The metal 1 layer:
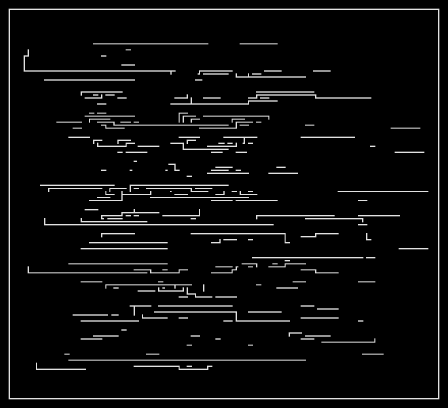
Met2 routing:
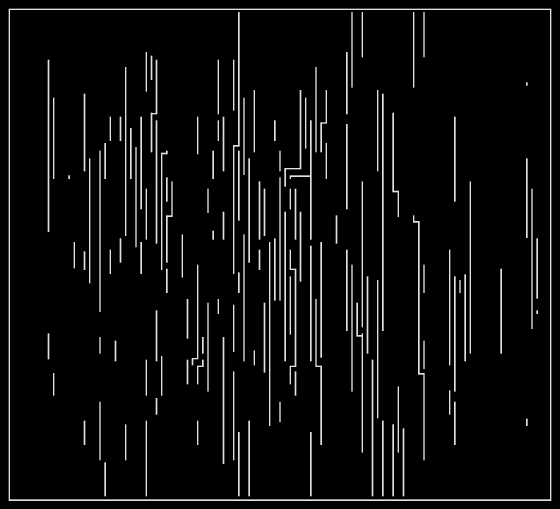
Metal 3:
Scale bar: 10 um. Cells faint in the background.
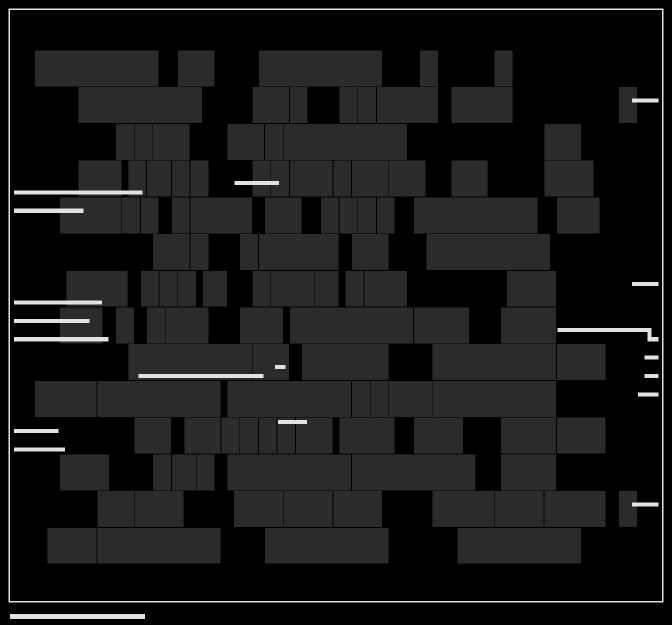
Track usage over the die:
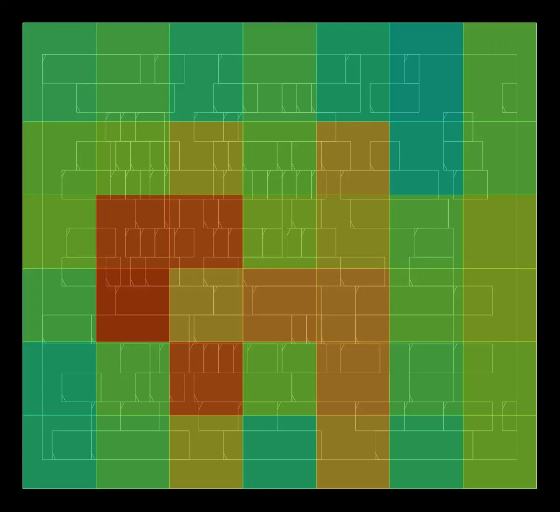
[src/rtl/fifo_reader.sv]
// Fetches words from a FIFO with a read latency of one cycle and presents them downstream with a valid/ready handshake.
// Optional macro FIFO_READER_CHECKSUM_EN adds a running XOR checksum of the transferred words.
module fifo_reader #(
    parameter int unsigned WIDTH = 4
) (
    input  logic             clk,
    input  logic             rst_n,
    input  logic             en,
    input  logic             fifo_empty,
    input  logic [WIDTH-1:0] fifo_rdata,
    output logic             fifo_rd_rq,
    output logic [WIDTH-1:0] out_data,
    output logic             out_valid,
    input  logic             out_ready,
    output logic [7:0]       rd_count,
    output logic             underflow_err,
    output logic [WIDTH-1:0] checksum
);

    localparam int unsigned CNT_W = 8;

    typedef enum logic [1:0] {
        IDLE    = 2'd0,
        FETCH   = 2'd1,
        CAPTURE = 2'd2,
        HOLD    = 2'd3
    } state_e;

    state_e             state_q, state_d;
    logic               rd_rq_q, rd_rq_d;
    logic               valid_q, valid_d;
    logic [WIDTH-1:0]   data_q, data_d;
    logic [CNT_W-1:0]   count_q, count_d;
    logic               err_q, err_d;
    logic               start_c;
    logic               xfer_c;

    // Next-state and next-output logic; registered outputs follow the next state.
    always_comb begin
        state_d = state_q;
        data_d  = data_q;
        count_d = count_q;
        err_d   = err_q;
        start_c = en && !fifo_empty;
        xfer_c  = (state_q == HOLD) && out_ready;

        case (state_q)
            IDLE:    if (start_c) state_d = FETCH;
            FETCH:   state_d = CAPTURE;
            CAPTURE: begin
                state_d = HOLD;
                data_d  = fifo_rdata;
            end
            HOLD:    if (out_ready) state_d = start_c ? FETCH : IDLE;
            default: state_d = IDLE;
        endcase

        if (xfer_c) count_d = count_q + CNT_W'(1);
        if ((state_q == FETCH) && fifo_empty) err_d = 1'b1;

        rd_rq_d = (state_d == FETCH);
        valid_d = (state_d == HOLD);
    end

    always_ff @(posedge clk or negedge rst_n) begin
        if (!rst_n) begin
            state_q <= IDLE;
            rd_rq_q <= 1'b0;
            valid_q <= 1'b0;
            data_q  <= '0;
            count_q <= '0;
            err_q   <= 1'b0;
        end else begin
            state_q <= state_d;
            rd_rq_q <= rd_rq_d;
            valid_q <= valid_d;
            data_q  <= data_d;
            count_q <= count_d;
            err_q   <= err_d;
        end
    end

`ifdef FIFO_READER_CHECKSUM_EN
    logic [WIDTH-1:0] csum_q, csum_d;

    always_comb begin
        csum_d = csum_q;
        if (xfer_c) csum_d = csum_q ^ data_q;
    end

    always_ff @(posedge clk or negedge rst_n) begin
        if (!rst_n) csum_q <= '0;
        else        csum_q <= csum_d;
    end

    assign checksum = csum_q;
`else
    assign checksum = '0;
`endif

    assign fifo_rd_rq    = rd_rq_q;
    assign out_valid     = valid_q;
    assign out_data      = data_q;
    assign rd_count      = count_q;
    assign underflow_err = err_q;

endmodule

[config.mk]
export PLATFORM = sky130hd
export DESIGN_NAME = fifo_reader
export DESIGN_NICKNAME = d
export VERILOG_FILES = /design/src/rtl/fifo_reader.sv
export SDC_FILE = /design/constraint.sdc
export NUM_CORES = 1
export LEC_CHECK = 0
export ABC_AREA = 1
export CORE_ASPECT_RATIO = 0.9
export CORE_MARGIN = 1.5
export CORE_UTILIZATION = 42
export CTS_CLUSTER_DIAMETER = 80
export DETAILED_ROUTE_END_ITERATION = 6
export PLACE_DENSITY = 0.76
export SLEW_MARGIN = 20
export SYNTH_ARGS = -nofsm -noshare
export SYNTH_HDL_FRONTEND = slang
export SYNTH_SLANG_ARGS = --single-unit
export TNS_END_PERCENT = 100
[constraint.sdc]
create_clock -name clk -period 1.4 [get_ports clk]
set_input_delay 0.21 -clock clk [delete_from_list [all_inputs] [get_ports clk]]
set_output_delay 0.21 -clock clk [all_outputs]
set_load 0.005 [all_outputs]
==> flow_metrics.py <==
# Synthesis and PnR figures
metrics = {
    "worst_hold_path": {
        "hold_class": "in -> async",
    },
    "synthesis": {
        "synthArstFlopShare_pct": 100,
        "syn_inst": 77,
        "syn-cell-area_um2": 776,
        "flop_cell": "dfrtp_1",
        "synth_area_leader_cell": "dfrtp_1",
        "top_cell_area_share_pct": 54.8,
        "synth_flops": 17,
        "synth_seq_share_pct": 54.8,
        "yosysCellCount": 77,
        "avgSynthCellArea_um2": 10.1,
        "ys_top_cells_by_count": "nand2_1 (22), dfrtp_1 (17), inv_1 (10)",
        "top_cells_by_area": "dfrtp_1 (55%), nand2_1 (11%), mux2_2 (5.8%), inv_1 (4.8%), xor2_1 (4.5%)",
        "ys_area_um2": 776,
        "yosys_warnings": 0,
        "edf_count": 0,
        "synthDistinctLibCells": 17,
        "most_common_cell": "nand2_1",
    },
    "power_and_ir_drop": {
        "p_leak_nw": 0.655,
        "power.density_nw_per_um2": 1710,
        "vdd_drop_max_mv": 1.00,
    },
    "final_timing": {
        "slew_viol_final": 0,
        "min_period_ns": 1.35,
        "fin_setup_tns_ns": 0,
        "timing.hold.ws_ns": 0.215,
        "fin_skew_ns": 0.0171,
        "finalSetupViolCount": 0,
        "max_freq_ghz": 0.738,
        "fin_crit_sh_pct": 96.8,
        "hold_violations": 0,
        "rsz0062_at_grt": "false",
    },
    "detailed_routing": {
        "antenna_left": 0,
        "drc": 0,
        "drt_pass1_iterations": 2,
        "first_iter_violations": 3,
        "drt-vias-per-instance": 4.41,
    },
    "job": {
        "max_cap_viol_count": 0,
        "warnings": 26,
    },
    "critical_path": {
        "worst-setup-path-type": "reg -> out",
        "cp.required_ns": 1.19,
        "end_kind": "output port",
        "path_max_fanout": 2,
        "worstPathBufferInverterCount": 1,
        "slowest_stage": "clkdlybuf4s50_1",
        "path_cells": "clkdlybuf4s50_1",
        "start_kind": "register",
        "cpPeakStageDelay_ns": 0.49,
        "arrival_ns": 1.14,
        "path_delay_family": "buffers and inverters",
    },
    "outcome": {
        "status": "finished clean",
    },
    "cells_and_area": {
        "syn_to_final_growth_pct": 46.3,
        "fin_area_um2": 1130,
        "nNetsFinal": 124,
        "diodes": 0,
        "drive_above_1_share_pct": 18.6,
    },
    "clock_network": {
        "cts-root-buf": "clkbuf_4",
        "clock_path_buffers": 2,
        "clkSlewWorstSetupHoldPaths_ns": 0.11,
        "cts.hold.buffers_added": 0,
        "cts-htree-levels": 1,
        "cts_sinks": 17,
        "clk_latency_ns": 0.30,
        "cts-buffers-inserted": 3,
        "cts_tree": "done",
    },
    "grt": {
        "grt_pass1_wl_mm": 2.78,
        "grt_max_degree": 18,
        "grt-ovfl-total": 0,
        "antenna_found_initial": 0,
        "grt_pass1_vias": 621,
    },
    "die": {
        "initial_utilization_pct": 45.7,
        "fp-row-count": 14,
        "die_h_um": 43.8,
        "fp.dieW_um": 48.3,
        "ios": 28,
        "dieArea_um2": 2110,
        "coreArea_um2": 1700,
    },
    "place": {
        "place_area_um2": 1020,
        "routabilityCongestion": 0.764,
        "dp_hpwl_mm": 1.02,
        "io_buffers": 23,
    },
}
-- 'the metal 1 layer' (at the start) --
main direction	horizontal
wire length on this layer	663 um
share of all routed wire	42%
longest straight run	26.7 um
Vias: 604
WL final: 1.60 mm
met1 Use GR: 20.4%

-- 'met2 routing' (at the start) --
nets with wire on the layer	110
main direction	vertical
wire length on this layer	837 um
longest straight run	21.1 um
global routing usage on met2: 32.8%

-- 'metal 3' (at the start) --
wire length on this layer	68.3 um
main direction	horizontal
grt met3 use: 3.79%

-- 'track usage over the die' (at the start) --
GR peak layer: met2
post-layout util: 66.8%
GRT Util Overall: 17.9%
DR WL/cell: 11.6 um

metrics by stage:
stage / std cells / setup slack [ns] / utilization (%) / power (mW)
6_report: 137 / 0.0452 / 66.8 / 1.94
4_1_cts: 136 / 0.0149 / 65.3 / 1.95
3_3_place_gp: 124 / 0.0528 / 60.3 / 1.56
2_1_floorplan: 80 / 0.322 / - / 1.18
3_5_place_dp: 124 / 0.0336 / 60.3 / 1.59
5_1_grt: 137 / 0.0110 / 66.8 / 2.08
cells by family after synthesis:
family | count (synthesis) | share of synthesized area (%)
buffers and inverters | 14 | 8.71
muxes | 4 | 5.81
DFF | 17 | 54.8
xor gates and xnor gates | 5 | 5.64
other | 1 | 0.483
and+or+nand+nor | 33 | 21.3
adders and majority gates | 1 | 1.61
AOI/OAI and AO/OA | 2 | 1.61
cell usage in the layout (no fill, tap or decap), types with 7 or more instances in the layout:
cell type and n:
nand2_1 22, buf_4 10, clkdlybuf4s50_1 12, inv_1 10, dlymetal6s2s_1 7, dfrtp_1 17
cell type report:
| type | count | area (um2) |
|---|---|---|
| clock inverters | 1 | 7.51 |
| well taps | 24 | 30.0 |
| inverters | 10 | 37.5 |
| repair buffers | 33 | 318 |
| multi-input cells | 49 | 294 |
| flip-flops and latches | 17 | 425 |
| fillers | 151 | 564 |
| clock buffers | 3 | 22.5 |
flip-flops by register name, indices dropped and copies added, names as in the netlist:
signal         count
out_data           4
rd_count           8
fifo_rd_rq         1
underflow_err      1
out_valid          1
state_q            2
power breakdown:
group          internal, mW  total, mW  switching [mW]
registers             0.674      0.788           0.114
clock network         0.109      0.271           0.162
logic                 0.492      0.878           0.386
what timing repair did:
| item | CTS | global route |
|---|---|---|
| setup endpoints to repair | 9 | 7 |
| resized | 4 | 7 |
| setup buffers | 8 | 1 |
worst paths after layout:
check                         startpoint             to  slack [ns]  cells past startpoint
setup reg to reg             rd_count[1]    rd_count[6]        0.14                      8
min in group clk              fifo_empty  underflow_err        0.47                      3
max in group asynchronous          rst_n    rd_count[7]        0.98                      2
setup / recovery             out_data[0]    out_data[0]        0.05                      1
hold reg to reg            underflow_err  underflow_err        0.49                      1
hold / removal                     rst_n     fifo_rd_rq        0.21                      2
layer usage:
layer	vias to the layer above	global-route usage [%]	share of wire [%]	wire length, um
li1	300	-	-	-
met1	282	20.4	42	663
met2	18	32.8	52	836
met3	4	3.79	4.3	68
met4	0	8.57	1.7	27
met5	-	0	0	0
Power and IR drop assume default switching activity.
